<file path="config.mk">
export PLATFORM = sky130hd
export DESIGN_NAME = alu_mul_seq
export DESIGN_NICKNAME = d
export VERILOG_FILES = /design/src/rtl/alu_pkg.sv /design/src/rtl/alu_mul_seq.sv
export SDC_FILE = /design/constraint.sdc
export NUM_CORES = 1
export LEC_CHECK = 0
export CAP_MARGIN = 30
export CORE_MARGIN = 4
export CORE_UTILIZATION = 45
export CTS_BUF_LIST = sky130_fd_sc_hd__clkbuf_8
export CTS_CLUSTER_DIAMETER = 80
export DETAILED_ROUTE_END_ITERATION = 8
export PLACE_DENSITY = 0.88
export SLEW_MARGIN = 20
export SYNTH_ARGS = -nofsm -noshare
export SYNTH_HDL_FRONTEND = slang
export SYNTH_SLANG_ARGS = --single-unit
</file>
<file path="constraint.sdc">
create_clock -name clk -period 6 [get_ports clk]
set_input_delay 1.2 -clock clk [delete_from_list [all_inputs] [get_ports clk]]
set_output_delay 1.2 -clock clk [all_outputs]
set_load 0.01 [all_outputs]
</file>
<file path="src/rtl/alu_pkg.sv">
// Shared ALU opcodes and multiply-sequencer state encoding.
package alu_pkg;

  localparam logic [3:0] OP_AND  = 4'b0000;
  localparam logic [3:0] OP_OR   = 4'b0001;
  localparam logic [3:0] OP_ADD  = 4'b0010;
  localparam logic [3:0] OP_SUB  = 4'b0110;
  localparam logic [3:0] OP_SLT  = 4'b0111;
  localparam logic [3:0] OP_NOR  = 4'b1100;
  localparam logic [3:0] OP_SHL1 = 4'b1111;

  typedef enum logic [1:0] {
    ST_IDLE  = 2'd0,
    ST_ADD   = 2'd1,
    ST_SHIFT = 2'd2,
    ST_DONE  = 2'd3
  } mulState_t;

endpackage

</file>
<file path="src/rtl/alu_mul_seq.sv">
// Shift-and-add multiplier that borrows the shared ALU, stalling the datapath while it owns it.
module alu_mul_seq
  import alu_pkg::*;
#(
  parameter int WIDTH = 32,
  parameter int CNT_W = 6
) (
  input  logic             clk,
  input  logic             reset,
  input  logic             start,
  input  logic [WIDTH-1:0] mul_a,
  input  logic [WIDTH-1:0] mul_b,
  input  logic [3:0]       dp_op,
  input  logic [WIDTH-1:0] dp_a,
  input  logic [WIDTH-1:0] dp_b,
  input  logic [WIDTH-1:0] alu_result,
  output logic [3:0]       alu_op,
  output logic [WIDTH-1:0] alu_a,
  output logic [WIDTH-1:0] alu_b,
  output logic             busy,
  output logic             stall,
  output logic             done,
  output logic [WIDTH-1:0] product
);

  mulState_t        r_state;
  mulState_t        w_nextState;
  logic [WIDTH-1:0] r_acc;
  logic [WIDTH-1:0] r_mcand;
  logic [WIDTH-1:0] r_mplier;
  logic [CNT_W-1:0] r_cnt;
  logic [WIDTH-1:0] r_product;
  logic             w_lastShift;

  always_ff @(posedge clk or posedge reset) begin
    if (reset) r_state <= ST_IDLE;
    else       r_state <= w_nextState;
  end

  // The counter bound is a safety net; an empty multiplier normally ends the loop first.
  assign w_lastShift = ((r_mplier >> 1) == '0) || (r_cnt == CNT_W'(WIDTH - 1));

  always_comb begin
    w_nextState = r_state;
    alu_op      = dp_op;
    alu_a       = dp_a;
    alu_b       = dp_b;
    case (r_state)
      ST_IDLE: begin
        if (start) begin
          if (mul_b == '0)   w_nextState = ST_DONE;
          else if (mul_b[0]) w_nextState = ST_ADD;
          else               w_nextState = ST_SHIFT;
        end
      end
      ST_ADD: begin
        alu_op      = OP_ADD;
        alu_a       = r_acc;
        alu_b       = r_mcand;
        w_nextState = ST_SHIFT;
      end
      ST_SHIFT: begin
        alu_op = OP_SHL1;
        alu_a  = '0;
        alu_b  = r_mcand;
        if (w_lastShift)      w_nextState = ST_DONE;
        else if (r_mplier[1]) w_nextState = ST_ADD;
        else                  w_nextState = ST_SHIFT;
      end
      ST_DONE: begin
        alu_op      = OP_ADD;
        alu_a       = '0;
        alu_b       = '0;
        w_nextState = ST_IDLE;
      end
      default: w_nextState = ST_IDLE;
    endcase
  end

  always_ff @(posedge clk or posedge reset) begin
    if (reset) begin
      r_acc     <= '0;
      r_mcand   <= '0;
      r_mplier  <= '0;
      r_cnt     <= '0;
      r_product <= '0;
    end else begin
      case (r_state)
        ST_IDLE: begin
          if (start) begin
            r_mcand  <= mul_a;
            r_mplier <= mul_b;
            r_acc    <= '0;
            r_cnt    <= '0;
          end
        end
        ST_ADD:   r_acc <= alu_result;
        ST_SHIFT: begin
          r_mcand  <= alu_result;
          r_mplier <= r_mplier >> 1;
          r_cnt    <= r_cnt + CNT_W'(1);
        end
        ST_DONE:  r_product <= r_acc;
        default: ;
      endcase
    end
  end

  assign busy    = (r_state != ST_IDLE);
  assign stall   = busy;
  assign done    = (r_state == ST_DONE);
  assign product = r_product;

endmodule

</file>
Figure 1. Signal metal coverage by tile (run 1).
26 x 26 tiles, from white (low) to dark blue (high), scaled to the fullest tile. Values are wire area over tile area, all layers added.
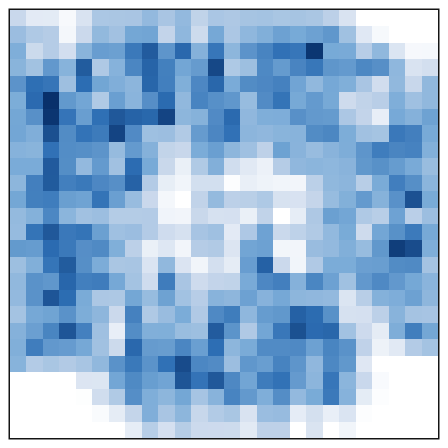
mean over tiles: 0.20
tiles over half the peak: 39%
nearly empty tiles: 8.1%
fullest tile: 0.47
Tot GR Track Use: 0.243
vias: 5,931
wire per inst: 19.1 um
final wirelength: 20,500 um

Figure 2. Clock nets (run 1).
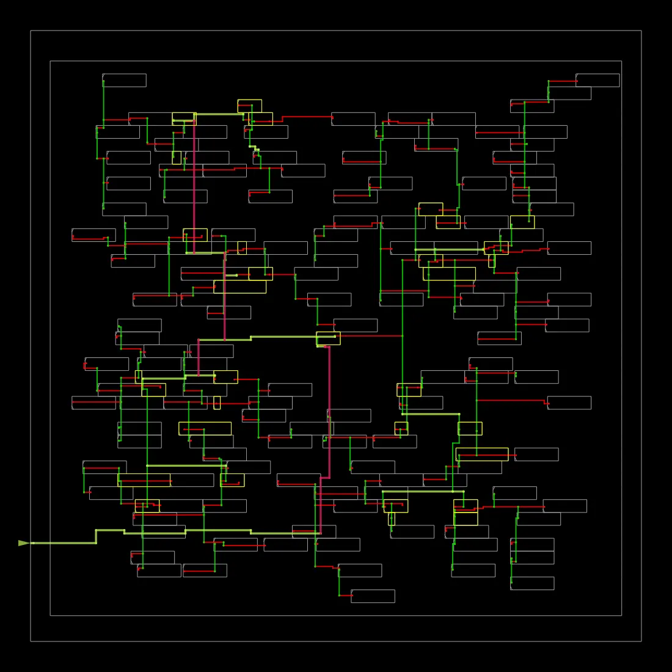
Seq Cell Count: 135
clock network power: 0.000858 W
number of buffers created by CTS: 17
clock sinks: 135
Clock Buffer Count: 20

Figure 3. Ports around the boundary (run 1).
Bar = 50 um. Pins as bars across the die edge, other pins in gray.
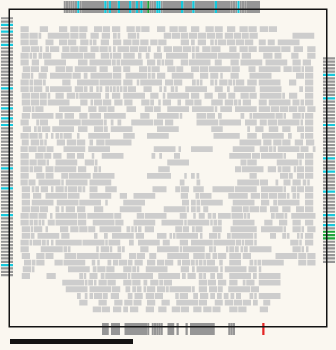
| port | color | pins | direction | edge |
|---|---|---|---|---|
| alu_op | green | 4 | output | 3 right, 1 top |
| reset | red | 1 | input | bottom |
| alu_b | cyan | 32 | output | 13 top, 11 left, 8 right |

## run 1: kinds of logic after synthesis
logic type | count (synthesis) | share of synthesized area
AND-OR/OR-AND | 171 | 0.171
XOR/XNOR | 3 | 0.00400
adder cells (fa/ha/maj) | 5 | 0.00952
buffers and inverters | 58 | 0.0400
flip-flops | 135 | 0.514
multiplexers | 95 | 0.151
AND/OR/NAND/NOR | 171 | 0.110
## run 1: per-stage QoR
stage          setup slack, ns   util  total power (W)  cell area (sq um)
6_report                  2.03  0.699          0.00517               9860
5_1_grt                   1.83  0.699          0.00552               9860
4_1_cts                   1.74  0.697          0.00519               9830
3_5_place_dp              2.22  0.665          0.00433               9370
3_3_place_gp              2.33  0.663          0.00421               9340
2_1_floorplan             1.19      -          0.00308               6570
==> flow_summary.toml, run 1 <==
# implementation run metrics
[run_status]
run_status = "finished clean"

[synth]
synth_area_sq_um = 6570
ys_cells = 638
synth.ff_latch_count = 135

[clock_tree]
cts_hold_buffers = 0
clockBufferDepth = 2
clkLatencyLatePin_ns = 0.43

[cells_and_area]
largest_cell_class = "flip-flops and latches"
comb_cells = 445
final_cell_mix = "clkdlybuf4s50_1 (269), dfrtp_1 (135), nand2_1 (133), o21ai_0 (95), a22o_1 (67)"
antennaDiodeCount = 0
buffer_area_frac = 0.283
n_fill_cell = 1028
fin_nets = 1053

[placement]
hpwl_um = 14900

[job]
warning_count = 30

[worst_setup_path]
critPathMaxStageDelay_ns = 0.55
reg2reg_depth = 7
cp_num_cells = 6
crit_end = "alu_a[10]"
r2r_start = "r_state[0]"
cpMaxStageDelayCell = "clkdlybuf4s50_1"
crit_start = "r_state[1]"

[floorplanning]
ios = 270
coreArea_sq_um = 14100
chipHeight_um = 129
die_width_um = 129

[final_timing]
fin_crit_sh = 0.662
relSlewSlack = 0.386
clock.fmax_ghz = 0.252

[min_path]
hold_class = "reg -> reg"
hold-path-endpoint = "r_mcand[22]"
min_path_cells = 2

[global_route]
grt_overflow_total = 0
grt_pass1_vias = 6055

[power_and_ir_drop]
power_density_nw_per_um2 = 525
leakage_nw = 4.24
Figure 4. Zoomed window (run 1).
Bar = 5 um. Window x 54 to 74, y 80 to 100 um. Cells in gray, sequential cells in the stronger gray; small squares are vias.
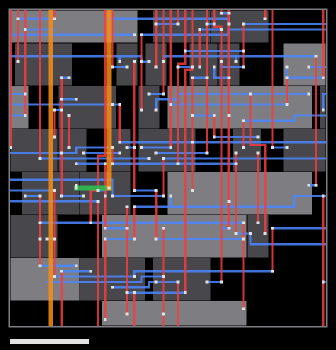

--- run 2 (diff from run 1) ---
==> constraint.sdc (replaced) <==
create_clock -name clk -period 3.9 [get_ports clk]
set_input_delay 0.78 -clock clk [delete_from_list [all_inputs] [get_ports clk]]
set_output_delay 0.78 -clock clk [all_outputs]
set_load 0.01 [all_outputs]
Figure 5. Zoomed window (run 2).
Bar = 5 um. Window x 54 to 74, y 80 to 100 um. Cells in gray, sequential cells in the stronger gray; small squares are vias.
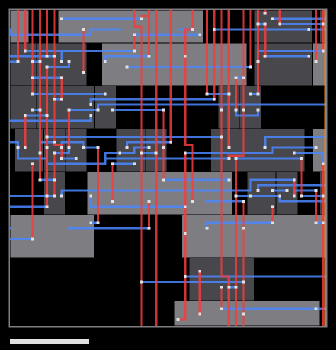
| layer | color |
|---|---|
| met1 | blue |
| met2 | red |
| met4 | orange |
netlist names of flops here include: r_mcand (4)
sequential cells in the window: 6
most frequent: nand2_1 (8), dfrtp_1 (6), o21ai_0 (3)
cells with their middle in the window: 23

Figure 6. Gate-type map (run 2).
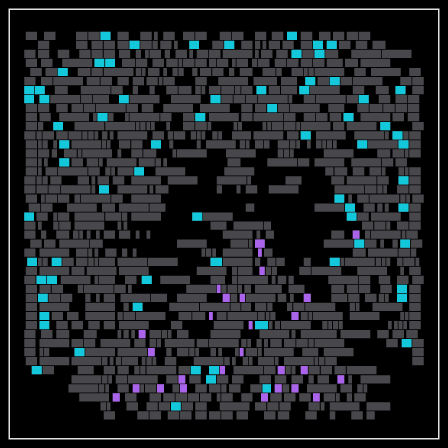
| family | color | cells |
|---|---|---|
| AND-OR and OR-AND gates | cyan | 70 |
| NOR gates | purple | 27 |

Figure 7. Ports around the boundary (run 2).
Bar = 50 um. Pins as bars across the die edge, other pins in gray.
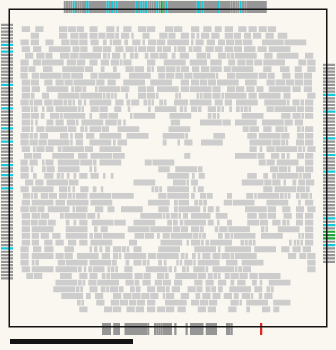
| port | color | pins | direction | edge |
|---|---|---|---|---|
| alu_b | cyan | 32 | output | 14 top, 10 left, 8 right |
| reset | red | 1 | input | bottom |
| alu_op | green | 4 | output | 3 right, 1 top |
all pins by edge: 90 top, 77 left, 60 right, 43 bottom
Buffers on Ports: 269
Die Ht: 129 um

==> run 2 against run 1 <==
Compared with the run above: register-to-register slack lost 2.0 ns; global-route usage up 0.52 points; clock power up about 20%; via count down 1.1%; synthesized area unchanged; die size is the same; design area decreased by 1.2%; count of clock-buffer cells in the layout is the same; flip-flop count did not move.
==> flow_summary.toml, run 2 <==
# implementation run metrics
[synth]
edf_count = 0
synth.ff_latch_count = 135
synth_area_sq_um = 6570
ys_area_sq_um = 6570
ys_cells = 638
top_cell = "dfrtp_1"

[final_timing]
relSlewSlack = 0.349
final_max_slew_viol_count = 0
clock.fmax_ghz = 0.270
setup_violations = 0
fin_crit_sh = 0.950
whs_ns = 0.483
tns_ns = 0
setup_slack_ns = 0.194
rsz0062_at_grt = "no"

[power_and_ir_drop]
powerClk_w = 0.00103
ir_drop_uv = 459
power_density_nw_per_um2 = 782
sequentialPowerShare = 0.322
leakage_nw = 4.18
p_total_w = 0.00762
p_comb_frac = 0.543
p_sw_frac = 0.393

[clock_tree]
cts_sinks = 135
cts_tree = "built"
cts_buffers = 17
cts_hold_buffers = 0
clockBufferDepth = 2
clkLatencyLatePin_ns = 0.44

[worst_setup_path]
reg2reg_depth = 7
r2r_start = "r_state[1]"
cpLargestDelayFamily = "buffers and inverters"
cpMaxStageDelayCell = "nor2b_2"
critPathMaxStageDelay_ns = 0.79
reg2reg_slack_ns = 1.35

[floorplanning]
die_width_um = 129
initial_utilization = 0.466
ios = 270
coreArea_sq_um = 14100

[cells_and_area]
buffer_area_frac = 0.287
utilization = 0.691
clkCellAreaFrac = 0.0346
fin_nets = 1056
finalInstanceArea_sq_um = 9740
final_cell_mix = "clkdlybuf4s50_1 (269), dfrtp_1 (135), nand2_1 (133), o21ai_0 (95), a22o_1 (67)"
logic_area_sq_um = 2980
n_fill_cell = 1092
final_cell_count_no_fill = 1073
clkbuf_count = 20
ff_count = 135
antennaDiodeCount = 0
comb_share = 0.306
largest_cell_class = "flip-flops and latches"
buffers_excl_clock = 280
comb_cells = 445

[min_path]
hold-path-endpoint = "r_mcand[6]"
min_path_cells = 2
hold_class = "reg -> reg"
worstHoldStart = "r_mcand[6]"

[job]
warning_count = 31

[drt]
drc_errors = 0
wire_per_inst_um = 19.2
finalWirelength_um = 20600
vias = 5866

[global_route]
grt_overflow_total = 0
grt_usage = 0.248
grt_pass1_vias = 6018
antenna_found_initial = 0

[placement]
dp_slack_ns = 0.652
gp_congestion = 0.820
dp_cells = 1045
hpwl_um = 15100
placed_cell_area_sq_um = 9400

[run_status]
run_status = "finished clean"
run 2: cell counts after synthesis:
No cell type changed its count.
run 2: kinds of logic after synthesis:
kind of cell	Yosys count	synth area share
compound gates	171	0.171
simple gates	171	0.110
flops	135	0.514
mux	95	0.151
buf+inv	58	0.0400
fa+ha+maj	5	0.00952
xor+xnor	3	0.00400
run 2: how the worst max path moves through the flow:
stage | start | to | slack (ns) | cells after the start
after floorplan | reset | product[0] | 1.44 | 1
after global placement | r_state[1] | alu_a[13] | 0.74 | 6
after detailed placement | r_state[1] | alu_a[1] | 0.65 | 6
after CTS | r_state[1] | alu_a[1] | 0.17 | 6
after global routing | r_state[1] | alu_a[13] | 0.06 | 6
final | r_state[1] | alu_a[14] | 0.19 | 6
--- run 3 (diff from run 2) ---
--- a/config.mk
+++ b/config.mk
@@ -12,7 +12,6 @@
 export CTS_CLUSTER_DIAMETER = 80
 export DETAILED_ROUTE_END_ITERATION = 8
 export PLACE_DENSITY = 0.88
-export SLEW_MARGIN = 20
 export SYNTH_ARGS = -nofsm -noshare
 export SYNTH_HDL_FRONTEND = slang
 export SYNTH_SLANG_ARGS = --single-unit
Figure 8. Gate-type map (run 3).
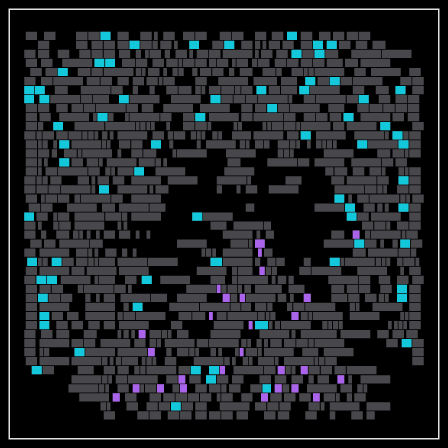
| family | color | cells |
|---|---|---|
| NOR gates | purple | 27 |
| AND-OR and OR-AND gates | cyan | 70 |

Figure 9. Clock nets (run 3).
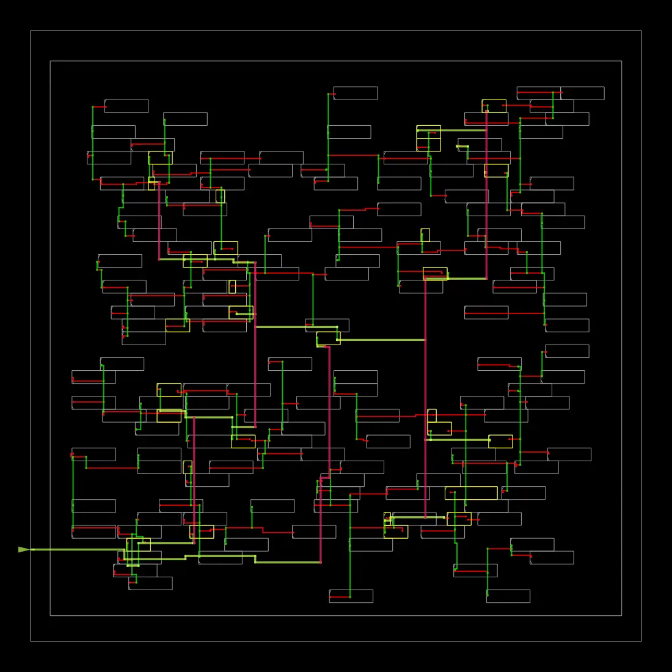
Clock Skews: 0.00616 ns
clock network power: 0.00103 W
worst skew pair latency: 0.44 ns

Figure 10. Ports around the boundary (run 3).
Bar = 50 um. Pins as bars across the die edge, other pins in gray.
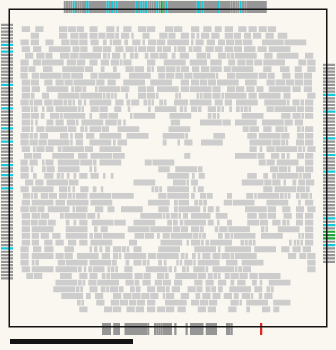
| port | color | pins | direction | edge |
|---|---|---|---|---|
| alu_op | green | 4 | output | 3 right, 1 top |
| reset | red | 1 | input | bottom |
| alu_b | cyan | 32 | output | 14 top, 10 left, 8 right |
Die W: 129 um

==> run 3 against run 2 <==
Compared with the run above: register-to-register slack about the same; via count unchanged; power unchanged; design area did not move; worst hold slack did not move; first-iteration DRC count is the same; sequential share of layout area unchanged; combinational power about the same; non-clock buffer count did not move; clock skew is the same; fmax is the same; die size unchanged; critical path type unchanged; largest cell class unchanged; largest power group unchanged; highest routed layer unchanged.
==> flow_summary.toml, run 3 <==
# implementation run metrics
[clock_tree]
cts_sinks = 135
clockBufferDepth = 2
cts_hold_buffers = 0
cts_tree = "built"
cts_buffers = 17

[global_route]
grt_overflow_total = 0
grt_usage = 0.248
antenna_found_initial = 0
grt_pass1_vias = 6018

[worst_setup_path]
crit_end = "alu_a[14]"
cp_num_cells = 6
crit_start = "r_state[1]"
reg2reg_depth = 7
r2r_start = "r_state[1]"
critPathMaxStageDelay_ns = 0.79
cpLargestDelayFamily = "buffers and inverters"
reg2reg_slack_ns = 1.35

[placement]
numPortBuffers = 269
hpwl_um = 15100
dp_slack_ns = 0.652
placed_cell_area_sq_um = 9400
gp_congestion = 0.820

[power_and_ir_drop]
p_total_w = 0.00762
power_density_nw_per_um2 = 782
leakage_nw = 4.18
ir_drop_uv = 459

[min_path]
hold-path-endpoint = "r_mcand[6]"
hold_class = "reg -> reg"
min_path_cells = 2
worstHoldStart = "r_mcand[6]"

[cells_and_area]
fin_nets = 1056
final_cell_mix = "clkdlybuf4s50_1 (269), dfrtp_1 (135), nand2_1 (133), o21ai_0 (95), a22o_1 (67)"
finalInstanceArea_sq_um = 9740
antennaDiodeCount = 0

[synth]
mux_share = 0.151
topCombFamilyByArea = "AND-OR/OR-AND gates"
synth.ff_latch_count = 135
ys_area_sq_um = 6570
ys_cells = 638
top_cell = "dfrtp_1"
ys_sh_aoi = 0.171
synthXorXnorAreaFrac = 0.00400
simple_gate_share = 0.110
synth_area_sq_um = 6570
fa_ha_area_frac = 0.00952

[final_timing]
clock.fmax_ghz = 0.270
fin_crit_sh = 0.950
rsz0062_at_grt = "no"
setup_violations = 0
setup_slack_ns = 0.194
whs_ns = 0.483

[floorplanning]
initial_utilization = 0.466
coreArea_sq_um = 14100

[drt]
drc_errors = 0
vias = 5866
wire_per_inst_um = 19.2

[run_status]
run_status = "finished clean"

[job]
warning_count = 31
cap_violations = 0
[run 3: cell type report]
cell class                 count  area, sq um
fill                        1092         4360
sequential                   135         3380
multi-input combinational    445         2980
timing repair buffer         280         2800
clock buffer                  20          275
tap                          180          225
clock inverter                 8         61.3
inverter                       5         22.5
[run 3: metal layers]
layer  wire [um]  GRT usage  vias to the layer above
li1            -          -                     2776
met4         559     0.0994                        0
met2       10200      0.411                      236
met1        8140      0.304                     2817
met5           0          0                        -
met3        1680     0.0743                       37
[run 3: where the power goes]
group,switching (W),total [W],internal (W)
combinational,0.00206,0.00414,0.00208
clock,0.000503,0.00103,0.000528
sequential,0.000433,0.00245,0.00202
total,0.00300,0.00762,0.00462
Power figures rest on the tool's default switching activity, not on a simulated workload.
